## src/rtl/hub_pkg.sv

```systemverilog
// hub_pkg
//   Shared definitions for hub_row_loader and its row buffer:
//   - display geometry (colours, pixel width, columns, rows, segments)
//   - status window addresses
//   - commit FSM state encoding
package hub_pkg;

  localparam int COLOR_COUNT   = 3;
  localparam int COLOR_BITS    = 4;
  localparam int COL_ADDR_BITS = 6;
  localparam int ROW_ADDR_BITS = 4;
  localparam int SEGMENT_COUNT = 2;

  localparam int NUM_COL       = 1 << COL_ADDR_BITS;
  localparam int SEG_BITS      = (SEGMENT_COUNT > 1) ? $clog2(SEGMENT_COUNT) : 1;
  localparam int PIXEL_WIDTH   = COLOR_BITS * COLOR_COUNT;
  localparam int ROW_DAT_WIDTH = NUM_COL * PIXEL_WIDTH;

  // Pixel-window address layout: {seg field, row, col}. The seg field spans
  // every bit up to addr[14] so that out-of-range segments are detectable
  // even when SEG_BITS cannot encode them.
  localparam int SEG_LSB       = COL_ADDR_BITS + ROW_ADDR_BITS;
  localparam int SEG_FIELD_W   = 15 - SEG_LSB;

  localparam logic [15:0] ADDR_COMMIT_COUNT = 16'h8000;
  localparam logic [15:0] ADDR_STATUS       = 16'h8001;
  localparam logic [15:0] ADDR_FLUSH        = 16'h8002;

  typedef enum logic [0:0] {
    ST_IDLE   = 1'b0,
    ST_COMMIT = 1'b1
  } state_t;

endpackage

```

## src/rtl/hub_row_buffer.sv

```systemverilog
// hub_row_buffer
//   Pixel storage for one display row plus the column-valid mask.
//   Ports:
//     i_clk, i_rst_n  clock, asynchronous active-low reset
//     i_we            store i_pixel at column i_col and mark the column valid
//     i_col, i_pixel  write column and pixel value
//     i_clear         clear the column mask (pixel contents are kept)
//     o_mask          column-valid mask
//     o_row_data      flattened row, pixel j at [(j+1)*PIXEL_WIDTH-1 : j*PIXEL_WIDTH]
module hub_row_buffer
  import hub_pkg::*;
(
  input  logic                     i_clk,
  input  logic                     i_rst_n,
  input  logic                     i_we,
  input  logic [COL_ADDR_BITS-1:0] i_col,
  input  logic [PIXEL_WIDTH-1:0]   i_pixel,
  input  logic                     i_clear,
  output logic [NUM_COL-1:0]       o_mask,
  output logic [ROW_DAT_WIDTH-1:0] o_row_data
);

  logic [PIXEL_WIDTH-1:0] r_pix [NUM_COL];
  logic [NUM_COL-1:0]     r_mask;

  // Pixel contents survive a commit; only reset zeroes them, so a partial
  // commit carries whatever the unwritten columns last held.
  always_ff @(posedge i_clk or negedge i_rst_n) begin
    if (!i_rst_n) begin
      for (int j = 0; j < NUM_COL; j++) r_pix[j] <= '0;
    end else if (i_we) begin
      r_pix[i_col] <= i_pixel;
    end
  end

  always_ff @(posedge i_clk or negedge i_rst_n) begin
    if (!i_rst_n) begin
      r_mask <= '0;
    end else if (i_clear) begin
      r_mask <= '0;
    end else if (i_we) begin
      r_mask[i_col] <= 1'b1;
    end
  end

  for (genvar j = 0; j < NUM_COL; j++) begin : g_flat
    assign o_row_data[j*PIXEL_WIDTH +: PIXEL_WIDTH] = r_pix[j];
  end

  assign o_mask = r_mask;

endmodule

```

## src/rtl/hub_row_loader.sv

```systemverilog
// hub_row_loader
//   Wishbone slave collecting host pixel writes into a row buffer and
//   committing complete (or flushed / displaced) rows to the segment row RAMs.
//   Optional feature macro: HUB_LOADER_STATUS_EN (commit/drop counters and
//   status reads; without it every read returns 0).
//   Ports:
//     clk, gls_reset_n          clock, asynchronous active-low reset
//     wbm_address/writedata     word address, write data (pixel in low bits)
//     wbm_strobe/cycle/write    Wishbone classic controls
//     wbm_readdata, wbm_ack     read data, single-cycle acknowledge
//     ram_w_en                  one-hot segment write strobe
//     ram_w_addr, ram_w_data    row index and flattened row, valid with ram_w_en
//     busy                      high during the commit cycle
//
//   state     | meaning
//   ST_IDLE   | evaluate bus requests; start commit when the row is full
//   ST_COMMIT | one-cycle RAM write of the buffered row, clear the mask
module hub_row_loader
  import hub_pkg::*;
(
  input  logic                     clk,
  input  logic                     gls_reset_n,
  input  logic [15:0]              wbm_address,
  input  logic [15:0]              wbm_writedata,
  output logic [15:0]              wbm_readdata,
  input  logic                     wbm_strobe,
  input  logic                     wbm_cycle,
  input  logic                     wbm_write,
  output logic                     wbm_ack,
  output logic [SEGMENT_COUNT-1:0] ram_w_en,
  output logic [ROW_ADDR_BITS-1:0] ram_w_addr,
  output logic [ROW_DAT_WIDTH-1:0] ram_w_data,
  output logic                     busy
);

  localparam logic [SEG_FIELD_W-1:0] SEG_LIMIT = SEG_FIELD_W'(SEGMENT_COUNT);

  state_t                   r_state, w_state_nxt;
  logic                     r_ack, w_ack_nxt;
  logic [15:0]              r_rdata, w_rdata_nxt;
  logic [ROW_ADDR_BITS-1:0] r_buf_row;
  logic [SEG_BITS-1:0]      r_buf_seg;

  logic                     w_req, w_pix_we, w_drop_inc, w_commit;
  logic                     w_dirty, w_full, w_seg_ok;
  logic [NUM_COL-1:0]       w_mask;
  logic [ROW_DAT_WIDTH-1:0] w_row_data;
  logic [COL_ADDR_BITS-1:0] w_col;
  logic [ROW_ADDR_BITS-1:0] w_row;
  logic [SEG_FIELD_W-1:0]   w_seg_field;
  logic [SEG_BITS-1:0]      w_seg;
  logic [15:0]              w_status_rdata;
  logic                     w_unused;

  // Masking with the ack keeps the ack a single-cycle pulse while the master
  // still holds strobe during the ack cycle.
  assign w_req       = wbm_cycle & wbm_strobe & ~r_ack;
  assign w_col       = wbm_address[COL_ADDR_BITS-1:0];
  assign w_row       = wbm_address[SEG_LSB-1:COL_ADDR_BITS];
  assign w_seg_field = wbm_address[14:SEG_LSB];
  assign w_seg       = w_seg_field[SEG_BITS-1:0];
  assign w_seg_ok    = (w_seg_field < SEG_LIMIT);
  assign w_dirty     = |w_mask;
  assign w_full      = &w_mask;
  assign w_unused    = &{1'b0, wbm_writedata[15:PIXEL_WIDTH]};

  hub_row_buffer u_row_buffer (
    .i_clk      (clk),
    .i_rst_n    (gls_reset_n),
    .i_we       (w_pix_we),
    .i_col      (w_col),
    .i_pixel    (wbm_writedata[PIXEL_WIDTH-1:0]),
    .i_clear    (w_commit),
    .o_mask     (w_mask),
    .o_row_data (w_row_data)
  );

`ifdef HUB_LOADER_STATUS_EN
  logic [15:0] r_commit_count;
  logic [7:0]  r_drop_count;

  always_ff @(posedge clk or negedge gls_reset_n) begin
    if (!gls_reset_n) begin
      r_commit_count <= '0;
      r_drop_count   <= '0;
    end else begin
      if (w_commit) r_commit_count <= r_commit_count + 16'd1;
      if (w_drop_inc && (r_drop_count != 8'hFF)) r_drop_count <= r_drop_count + 8'd1;
    end
  end

  always_comb begin
    w_status_rdata = '0;
    if (wbm_address == ADDR_COMMIT_COUNT) w_status_rdata = r_commit_count;
    else if (wbm_address == ADDR_STATUS)  w_status_rdata = {r_drop_count, 7'b0, w_dirty};
  end
`else
  logic w_unused_stat;
  assign w_unused_stat  = w_drop_inc;
  assign w_status_rdata = '0;
`endif

  always_ff @(posedge clk or negedge gls_reset_n) begin
    if (!gls_reset_n) r_state <= ST_IDLE;
    else              r_state <= w_state_nxt;
  end

  always_comb begin
    w_state_nxt = r_state;
    w_ack_nxt   = 1'b0;
    w_rdata_nxt = '0;
    w_pix_we    = 1'b0;
    w_drop_inc  = 1'b0;
    w_commit    = 1'b0;
    case (r_state)
      ST_IDLE: begin
        // A full mask is seen in the ack cycle of the completing write, where
        // w_req is already masked, so no request is lost here.
        if (w_full) begin
          w_state_nxt = ST_COMMIT;
        end else if (w_req) begin
          if (wbm_address[15]) begin
            w_ack_nxt = 1'b1;
            if (!wbm_write) w_rdata_nxt = w_status_rdata;
            else if ((wbm_address == ADDR_FLUSH) && w_dirty) w_state_nxt = ST_COMMIT;
          end else if (!wbm_write) begin
            w_ack_nxt = 1'b1;
          end else if (!w_seg_ok) begin
            w_ack_nxt  = 1'b1;
            w_drop_inc = 1'b1;
          end else if (w_dirty && ({w_seg, w_row} != {r_buf_seg, r_buf_row})) begin
            // Row change: commit first, the request stays pending unacked.
            w_state_nxt = ST_COMMIT;
          end else begin
            w_ack_nxt = 1'b1;
            w_pix_we  = 1'b1;
          end
        end
      end
      ST_COMMIT: begin
        w_commit    = 1'b1;
        w_state_nxt = ST_IDLE;
      end
      default: w_state_nxt = ST_IDLE;
    endcase
  end

  always_ff @(posedge clk or negedge gls_reset_n) begin
    if (!gls_reset_n) begin
      r_ack     <= 1'b0;
      r_rdata   <= '0;
      r_buf_row <= '0;
      r_buf_seg <= '0;
    end else begin
      r_ack   <= w_ack_nxt;
      r_rdata <= w_rdata_nxt;
      if (w_pix_we) begin
        r_buf_row <= w_row;
        r_buf_seg <= w_seg;
      end
    end
  end

  // Row address and data come straight from registered buffer state, which
  // cannot change during COMMIT; the strobe decodes the state register so an
  // asynchronous reset drops it at once.
  assign busy         = (r_state == ST_COMMIT);
  assign ram_w_en     = busy ? (SEGMENT_COUNT'(1) << r_buf_seg) : '0;
  assign ram_w_addr   = r_buf_row;
  assign ram_w_data   = w_row_data;
  assign wbm_ack      = r_ack;
  assign wbm_readdata = r_rdata;

endmodule
```

## config.mk

```make
export PLATFORM = sky130hd
export DESIGN_NAME = hub_row_loader
export DESIGN_NICKNAME = d
export VERILOG_FILES = /design/src/rtl/hub_pkg.sv /design/src/rtl/hub_row_buffer.sv /design/src/rtl/hub_row_loader.sv
export SDC_FILE = /design/constraint.sdc
export NUM_CORES = 1
export LEC_CHECK = 0
export ABC_AREA = 1
export CAP_MARGIN = 10
export CORE_AREA = 2 2 321 323
export CTS_CLUSTER_DIAMETER = 30
export DETAILED_ROUTE_END_ITERATION = 10
export DIE_AREA = 0 0 323 325
export MAX_ROUTING_LAYER = met4
export PLACE_DENSITY = 0.59
export SYNTH_ARGS = -nofsm -noshare
export SYNTH_HDL_FRONTEND = slang
export SYNTH_HIERARCHICAL = 1
export SYNTH_SLANG_ARGS = --single-unit
export TNS_END_PERCENT = 20
```

## constraint.sdc

```tcl
create_clock -name clk -period 2.3 [get_ports clk]
set_input_delay 0.345 -clock clk [delete_from_list [all_inputs] [get_ports clk]]
set_output_delay 0.345 -clock clk [all_outputs]
set_load 0.1 [all_outputs]
```

==> results.txt, run 1 <==
Numbers from the implementation run.

The synthesized netlist occupies a cell area of 32700 um^2. The family with the most delay on the worst path is simple AND/OR/NAND/NOR gates. The register with the most flip-flops in the layout has 768 of them. The layer carrying the most global-route usage is met2. Looking at the reg2reg group, the worst path ends at u_row_buffer/o_row_data[741].

The met3 routing resource usage after global routing is 0.0638. The data required time reported for the critical path is 2.93 ns. The worst hold path cell count is 3. Of the post-synthesis cell area, the dominant cell type holds 0.643. Buffers inserted to repair hold after CTS numbered 2. In the final layout, the share of cells above drive strength 1 is 0.314. The clock slew at the register clock pins of the worst setup and hold paths is around 0.050 ns. After floorplanning, the die was sized to cover roughly 100000 um^2. Per the timing report, the biggest fanout along the worst path comes to 6. Summed over all combinational cells, the power is 0.00162 W. The logic depth of the worst register-to-register path is 17. The critical path class is reg -> reg. Leaving out buffers and inverters, the combinational logic in the layout accounts for 10700 um^2.

Per the STA report, the cell with the highest stage delay on the worst path is dfrtp_1. Following the worst setup path forward leads to its endpoint at u_row_buffer/o_row_data[741]. The I/O pin count is between 800 and 900.

Wires add up to 141000 um. The post-synthesis simple-gate area fraction is 0.276. The flip-flop and latch count after synthesis is between 800 and 900. The placement-stage cell area is approximately 43000 um^2. The post-synth count of flops with an enable pin is 0. The sum of met2 wire segment lengths after detailed routing is 66000 um. The xor and xnor area share after synthesis is 0.00134.

For reference, the final report shows the hold violation count at 0. The tally of non-filler cells in the final layout is 6346. The number of H-tree levels is 4. In the post-route analysis, the smallest setup slack over all paths is -0.123 ns.

In the synthesized netlist the async set-or-reset flop fraction comes to 1.00. The number of antenna violations at the first check in global routing is 8. The post-synthesis mux area share is 0. The most used flip-flop cell after synthesis is dfrtp_1. In the synthesized netlist, the number of instances is 3740. The post-synthesis share of cell area spent on full adders, half adders and majority gates is 0. On the final layout, the worst hold slack is between 0.07 and 0.08 ns.

The cell sequence reported for the critical path is nor2_1 -> nand2_1 -> nor2_2 -> nand2_2 -> nor2_4 -> nand2_4 -> nand2_4 -> nand3_4 -> inv_6 -> nand2_8 -> buf_12 -> nor2_4 -> buf_8 -> nand2_8 -> clkbuf_16 -> nand2_2 -> o21ai_1. The OpenROAD warning count is 38. The placement summary gives the final routability congestion estimate as ~0.83. The detailed router used layers up to and including met4. In the finished design, the share of the clock period the worst path needs comes to 1.05. The area growth from synthesis to layout is 55.2%.

The clock tree from TritonCTS is built. Dividing the detail-routed via count by the number of cells gives 4.69. Across the placement rows, the number of tap cells is 1368.

Yosys shows that the main logic family after synthesis is simple AND/OR/NAND/NOR gates. Per the timing report, the most critical flop-to-flop path originates at u_row_buffer/o_mask[50]. In the final routing, the length of wire on met1 measures 58700 um. The worst hold-check path type is in -> reg. Counting the inverters off the clock network in the layout gives 99. The transition time recorded at the tightest slew-check pin is 0.821 ns.

The finished cells cover 50700 um^2. The proportion of total power due to net switching is 0.228. The checks that failed: setup timing.

The kind of start point of the critical path is a flop. The number of port buffers is 808. Counting along the longest clock path gives a buffer depth of 3. The cell-internal power is 0.0352 W. The count of antenna-violating nets left after detailed routing is 0. The number of nets at the end of the flow is ~4800.

The startpoint of the most critical hold path is wbm_writedata[8]. The overflow left after global routing is 0. The via total after detailed routing is 29746. The worst setup path startpoint is u_row_buffer/o_mask[50].

After detailed routing, the number of remaining DRC violations is 0. The power report attributes to the sequential group a share of 0.327. The worst setup path is captured at a flop. Counting I/O delays and the setup requirement, the final critical path takes 2.42 ns. The buffer type at the clock tree root is clkbuf_16. The number of flip-flops and latches is roughly 840. The number of filler cells placed in the layout is 9440.

Detailed routing placed a total of 10000 um of wire on met3. The biggest power consumer among the groups is clock. Yosys reports that the most numerous cell types are nand2_1 (2072), dfrtp_1 (839), o21ai_0 (138). The post-placement worst setup slack is -0.691 ns. The number of core rows is around 120. The repair_antennas step left the layout with diodes totalling 9. The count of different cell masters after synthesis is 27. The run finished, with violations left.

The path with the worst hold slack has its endpoint at u_row_buffer/o_row_data[680]. Per Yosys stat, the portion of area used by sequential elements is 0.643. The met2 usage is 0.412.

The worst-case headroom to the max-slew limit is 0.452. Yosys attributes the largest share of cell area to dfrtp_1 (64%), nand2_1 (24%), o21ai_0 (2.1%), buf_2 (1.8%), nand3_1 (1.6%). The setup violation total in the final timing report is 466. Entering global routing, the biggest net connects 115 pins. The library cells used most frequently in the layout, excluding fill and tap cells, are nand2_1 (2021), buf_4 (924), dfrtp_1 (831), clkbuf_16 (203), o21ai_0 (115). The clock network contribution to total cell area is 0.138. The cell kind with the greatest summed area is registers.

Among all stages on the critical path, the maximum delay recorded is 0.37 ns. The count of multi-input gates is about 2600. In this run the power density over the cells is 898 nW/um^2. The number of iterations in the first detailed-routing pass is 6. The via count of the first global-routing pass came to 28964. Per the synthesis report, the dominant area consumer among library cells is dfrtp_1.

The met1 usage in global routing is 0.338. The post-CTS resize count is 100. In this run, the synthesized area fraction spent on AND-OR/OR-AND gates is recorded as 0.0323. Per the OpenROAD power report, switching power amounts to approximately 0.010 W. The first global-routing pass estimated 201000 um of wire.

According to the dpl log, the detail-placed design has an HPWL of between 90000 and 100000 um. The number of gates on the worst path with buffers counted is 17. The count of buffers added by post-CTS timing repair for setup is 3. The buffering stage count on the worst path with inverters included is 4.

The number of buffers other than clock buffers in the final layout is 1110. The chip area line in the Yosys stat output reads 32700 um^2. Yosys stat counts 3740 cells in the synthesized netlist. The yosys synthesis warning count is 6. Per the detail_route report, routed wire per instance is 22.3 um. IR analysis of the VDD net gives a maximum drop of 0.568 mV.

The number of max-capacitance violations reported is 0. The count of pins over their slew limit is 0. The setup skew after layout is 0.0576 ns. The static leakage is between 20 and 30 nW. The critical path arrival is 3.05 ns.
Figure 1. The clock network (run 1).
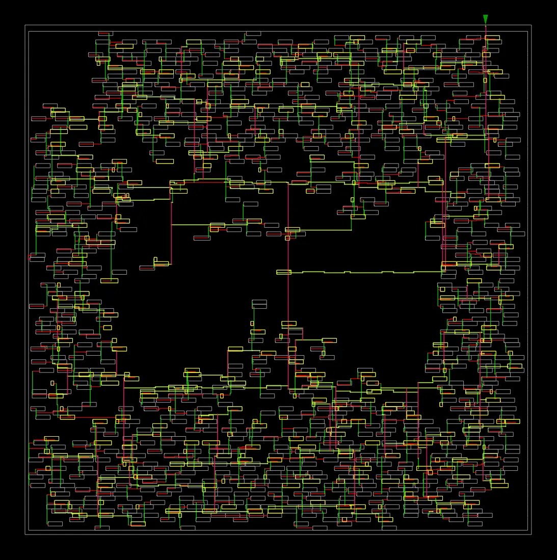
number of clock buffer instances in the layout: 245
Skew-Pair Late Insertion Delay: 0.78 ns
number of CTS-inserted buffers: 192
Clock Sink Count: 839
clock network power: 0.0291 W

Figure 2. Signal wires on met4 (run 1).
Scale: 2 px per um. Supply wires on this layer in gray. Cells faint in the background.
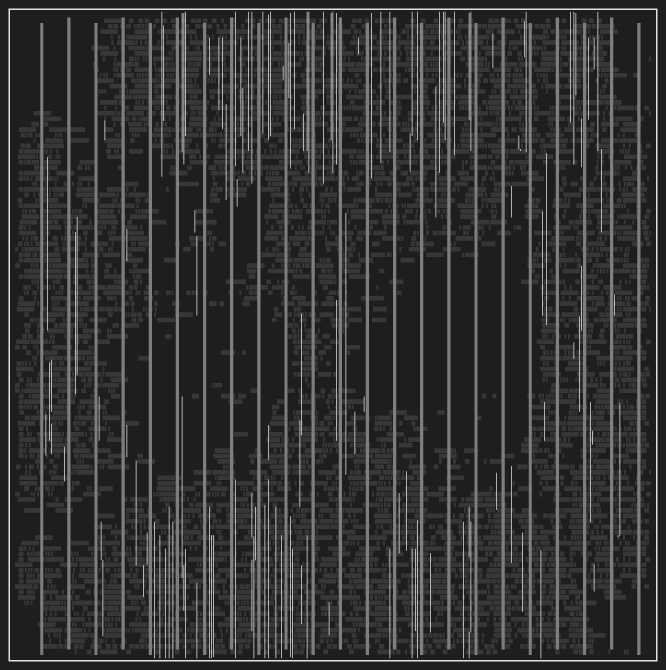
wire length on this layer	6490 um
longest straight run	131 um
nets with wire on the layer	99
share of all routed wire	4.6%

Figure 3. Sequential cells colored by netlist name (run 1).
Scale: 1.5 px per um. Other sequential cells in the stronger gray, the rest of the logic in the fainter gray.
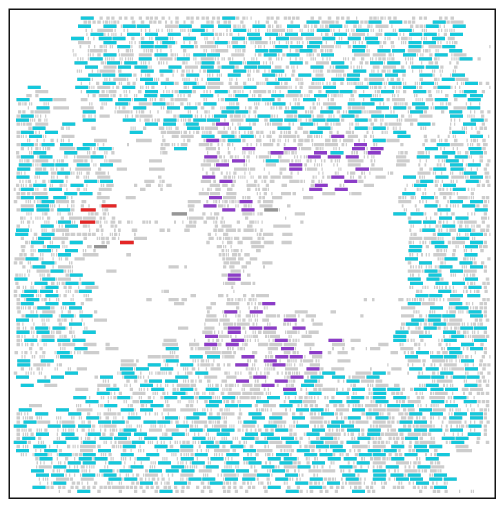
name in the netlist	color	placed flops
u_row_buffer/o_row_data	cyan	768
u_row_buffer/o_mask	purple	64
ram_w_addr	red	4
storage element area: 21000 um^2
P_seq: 0.0149 W
register fraction of the total cell area: 0.414

Figure 4. Cell area per tile (run 1).
Scale: 1 px per um. The die is cut into 32 by 32 equal tiles; white is low, dark blue is high, 0 to 100% covered.
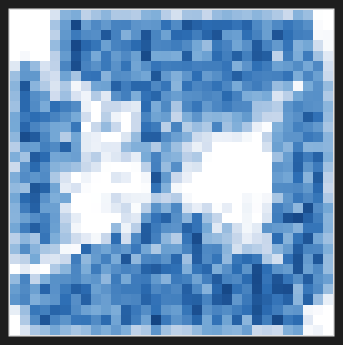
emptiest ninth of the die	middle
nearly empty tiles	11%
tiles over 75% full	13%
fullest tile	92%
mean over tiles	47%
final core utilization: 0.501
FP Core Util: 0.323
total core area: 101000 um^2

Figure 5. Routed metal, one color a layer (run 1).
Scale: 1.5 px per um.
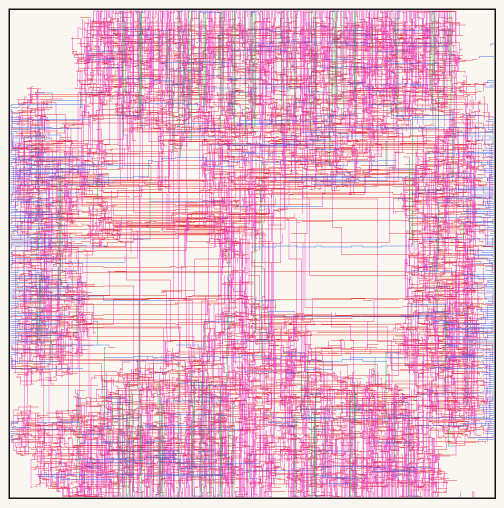

==> inputs of run 2 (changes only) <==
--- a/config.mk
+++ b/config.mk
@@ -13,6 +13,7 @@
 export DIE_AREA = 0 0 323 325
 export MAX_ROUTING_LAYER = met4
 export PLACE_DENSITY = 0.59
+export SKIP_CTS_REPAIR_TIMING = 1
 export SYNTH_ARGS = -nofsm -noshare
 export SYNTH_HDL_FRONTEND = slang
 export SYNTH_HIERARCHICAL = 1
Figure 6. Routed metal, one color a layer (run 2).
Scale: 1.5 px per um.
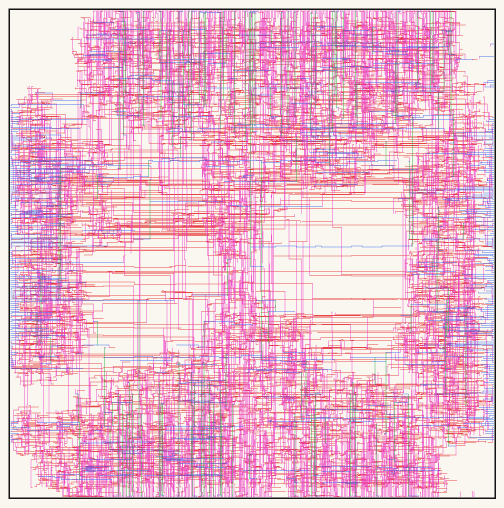
layer	color	wire length
M2	magenta	65.7 mm
M3	blue	9620 um
M1	red	58.0 mm
M4	green	6400 um

Figure 7. Signal wires on met4 (run 2).
Scale: 2 px per um. Supply wires on this layer in gray. Cells faint in the background.
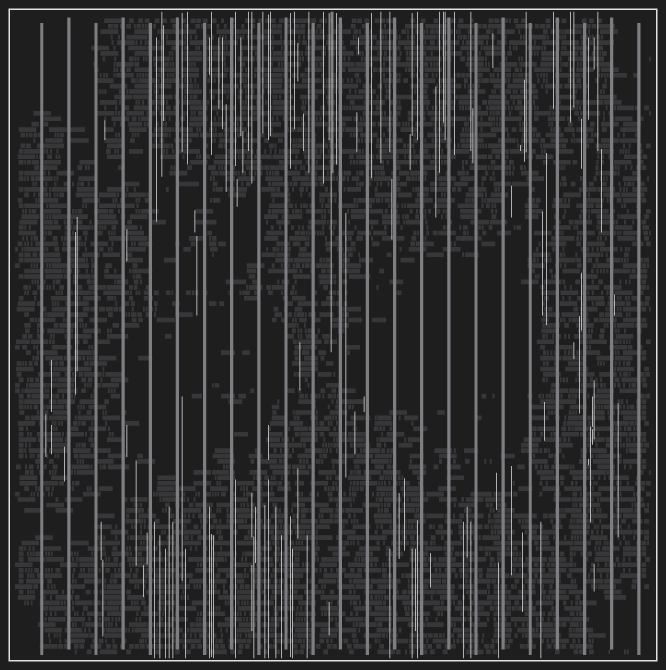
nets with wire on the layer	98
longest straight run	170 um
share of all routed wire	4.6%
wire length on this layer	6400 um
main direction	vertical

==> run 2 against run 1 <==
The run still ends with setup timing left. Synthesized cell count unchanged. Setup slack better by 0.047 ns. Clock skew fell by 0.0013 ns. Sequential share of layout area rose by 0.22 points. Sequential power about the same. Global-route usage is 0.32 points lower. Register-to-register slack better by 0.05 ns. Largest cell class unchanged.
==> results.txt, run 2 <==
Numbers from the implementation run.

The clock network contribution to total cell area is 0.138 (+0.000731). The flip-flop and latch count after synthesis is 839 (unchanged). The number of gates on the worst path with buffers counted came to 17 (unchanged). The maximum fanout along the worst path is 25 (+19). The yosys synthesis chip area came to 32700 um^2 (unchanged).

The count of multi-input gates came to 2562 (unchanged). The endpoint of the most critical register-to-register path is u_row_buffer/o_row_data[708]. The number of buffers other than clock buffers in the final layout is 1104 (-0.54%). The gate count of the mapped netlist was 3740 (unchanged). The count of final hold-check violations is 0 (unchanged). The placement-stage cell area is 42700 um^2 (unchanged). The worst hold path cell count is 3 (unchanged).

The cell kind with the greatest summed area is registers. The sequential logic power is 0.0149 W (about the same). The number of flops mapped to enable cells by yosys is 0 (unchanged). The effective utilization at floorplan is 0.323 (unchanged). The hold-critical path endpoint is u_row_buffer/o_row_data[584]. STA classifies the critical path startpoint as a flop. After synthesis, the cell types taking the most area are dfrtp_1 (64%), nand2_1 (24%), o21ai_0 (2.1%), buf_2 (1.8%), nand3_1 (1.6%). The standard cell core area was 101000 um^2 (unchanged).

The number of H-tree levels was 4 (unchanged). The worst setup path startpoint is u_row_buffer/o_mask[51]. The total clock buffers created by CTS came to 192 (unchanged). In the layout the commonest cells are nand2_1 (2009), buf_4 (929), dfrtp_1 (832), clkbuf_16 (197), o21ai_0 (128). The combinational gate area came to 10600 um^2 (-0.63%). The slowest stage of the critical path is the dfrtp_1 cell. The run finished, with violations left. The met2 usage was 0.408 (-0.00387). The yosys synthesis warning count is 6 (unchanged).

Per the hold report, the tightest min-delay path originates at wbm_writedata[8]. The via count of the first global-routing pass is 28786 (-0.61%). The count of antenna-violating nets left after detailed routing came to 0 (unchanged). The final design area excluding fillers is 50500 um^2 (-0.53%). The count of inserted tapcells was 1368 (unchanged). STA classifies the critical path endpoint as a flop.

The number of flip-flops under the largest register name was 768 (unchanged). The routed length on met3 was 9620 um (-3.8%). The DRC violation count after routing came to 0 (unchanged).

The pin count of the biggest net entering global routing is 115 (unchanged). The sum of met2 wire segment lengths after detailed routing is 65700 um (-0.42%). The share of cell area taken by flip-flops and latches is 0.417 (+0.00217). Walking the worst path, the cells encountered are nor2_1 -> nand2_1 -> nor2_2 -> nand2_2 -> nor2_4 -> nand2_4 -> nand2_4 -> nand3_4 -> inv_6 -> nand2_8 -> buf_12 -> nor2_4 -> buf_6 -> nand2_2 -> buf_12 -> nand2_1 -> o21ai_0. The family with the most delay on the worst path is simple AND/OR/NAND/NOR gates. The biggest power consumer among the groups is clock. The setup violation total in the final timing report is 348 (-25%). The layer carrying the most global-route usage is met2. The later-pin clock latency in the skew report is 0.78 ns (about the same).

The buffer levels on the longest clock path was 3 (unchanged). The top logic cell family in the synthesized netlist is simple AND/OR/NAND/NOR gates. The relative contribution of sequential cells to total power is 0.327 (about the same).

The buffering stage count on the worst path with inverters included is 4 (unchanged). The TritonCTS sink count was 839 (unchanged). The count of instantiated cells in the yosys netlist is 3740 (unchanged).

The post-synthesis mux area share came to 0 (unchanged). The wire length on met1 is 58000 um (-1.3%). The cell area after technology mapping was 32700 um^2 (unchanged). The share of flip-flops with an asynchronous set or reset after synthesis is 1.00 (unchanged). The post-placement worst setup slack is -0.691 ns (unchanged). The count of different cell masters after synthesis came to 27 (unchanged). Following the worst setup path forward leads to its endpoint at u_row_buffer/o_row_data[708].

The cell-internal power came to 0.0352 W (about the same). The number of flip-flops and latches was 839 (unchanged). The synthesis run shows the most used standard cells to be nand2_1 (2072), dfrtp_1 (839), o21ai_0 (138).

The setup slack of the critical path after layout came to -0.0757 ns (+0.0474 ns). The final weighted congestion in routability-driven placement is 0.830 (unchanged). The largest stage delay on the critical path was 0.38 ns (about the same). The met1 usage in global routing is 0.335 (-0.00332).

The number of filler cells placed in the layout came to 9465 (+0.26%). CTS placed an instance of clkbuf_16 at the clock tree root. The area enclosed by the die boundary is 105000 um^2 (unchanged). The OpenROAD warning count is 37 (-2.6%).

The shortest period the worst path allows is 2.38 ns (-0.0474 ns). The xor and xnor area share after synthesis is 0.00134 (unchanged). The fraction of final layout cells sized beyond drive strength 1 is 0.314 (-0.000627).

The register share after synthesis is 0.643 (unchanged). The vias per cell is 4.68 (-0.24%). The total net switching power is 0.0104 W (-0.16%). The number of port buffers came to 808 (unchanged). The critical path class is reg -> reg. The inverter tally of the final layout excluding the clock network is 99 (unchanged).

The sequential standard cell area is 21000 um^2 (about the same). The area added between synthesis and finish is 54.4%. The worst supply voltage drop on vdd is 0.565 mV (-0.44%). The clock slew at the register clock pins of the worst setup and hold paths was 0.05 ns (about the same). The number of clock-tree buffers in the layout is 245 (unchanged).

The clock tree from TritonCTS is built. The number of nets at the end of the flow is 4835 (-0.12%). The final reports fail on setup timing. The I/O pin count is 829 (unchanged). The number of core rows is 117 (unchanged). The fraction of the mapped netlist area in compound gates is 0.0323 (unchanged). The final HPWL from detailed placement is 94300 um (unchanged). The number of max-capacitance violations reported came to 0 (unchanged). The critical path arrival is 3.00 ns (-0.05 ns). The overflow left after global routing is 0 (unchanged). The utilization of the core after routing is 0.498 (-0.00264).

After detailed routing, no signal wire sits above met4. The wire length of the first global-routing pass was 199000 um (-0.99%). The worst hold-check path type is in -> reg. The number of antenna violations at the first check in global routing is 8 (unchanged). The setup skew after layout is 0.0564 ns (-0.00130 ns). The cell type that accounts for the most area after synthesis is dfrtp_1. The logic depth of the worst register-to-register path was 17 (unchanged). The share of Yosys cell area claimed by the top area cell type was 0.643 (unchanged).

The synthesis report names the predominant flop master as dfrtp_1. The met3 routing resource usage after global routing is 0.0614 (-0.00243). The number of iterations in the first detailed-routing pass is 6 (unchanged).

The post-synthesis simple-gate area fraction came to 0.276 (unchanged). The antenna cell count is 8 (-1). The tally of non-filler cells in the final layout came to 6339 (-0.11%).

The actual slew at the worst max-slew pin is 0.793 ns (-0.0282 ns). The power density of the placed cells is 902 nW/um^2 (+0.49%). The post-synthesis share of cell area spent on full adders, half adders and majority gates is 0 (unchanged).
Power and IR drop assume default switching activity.
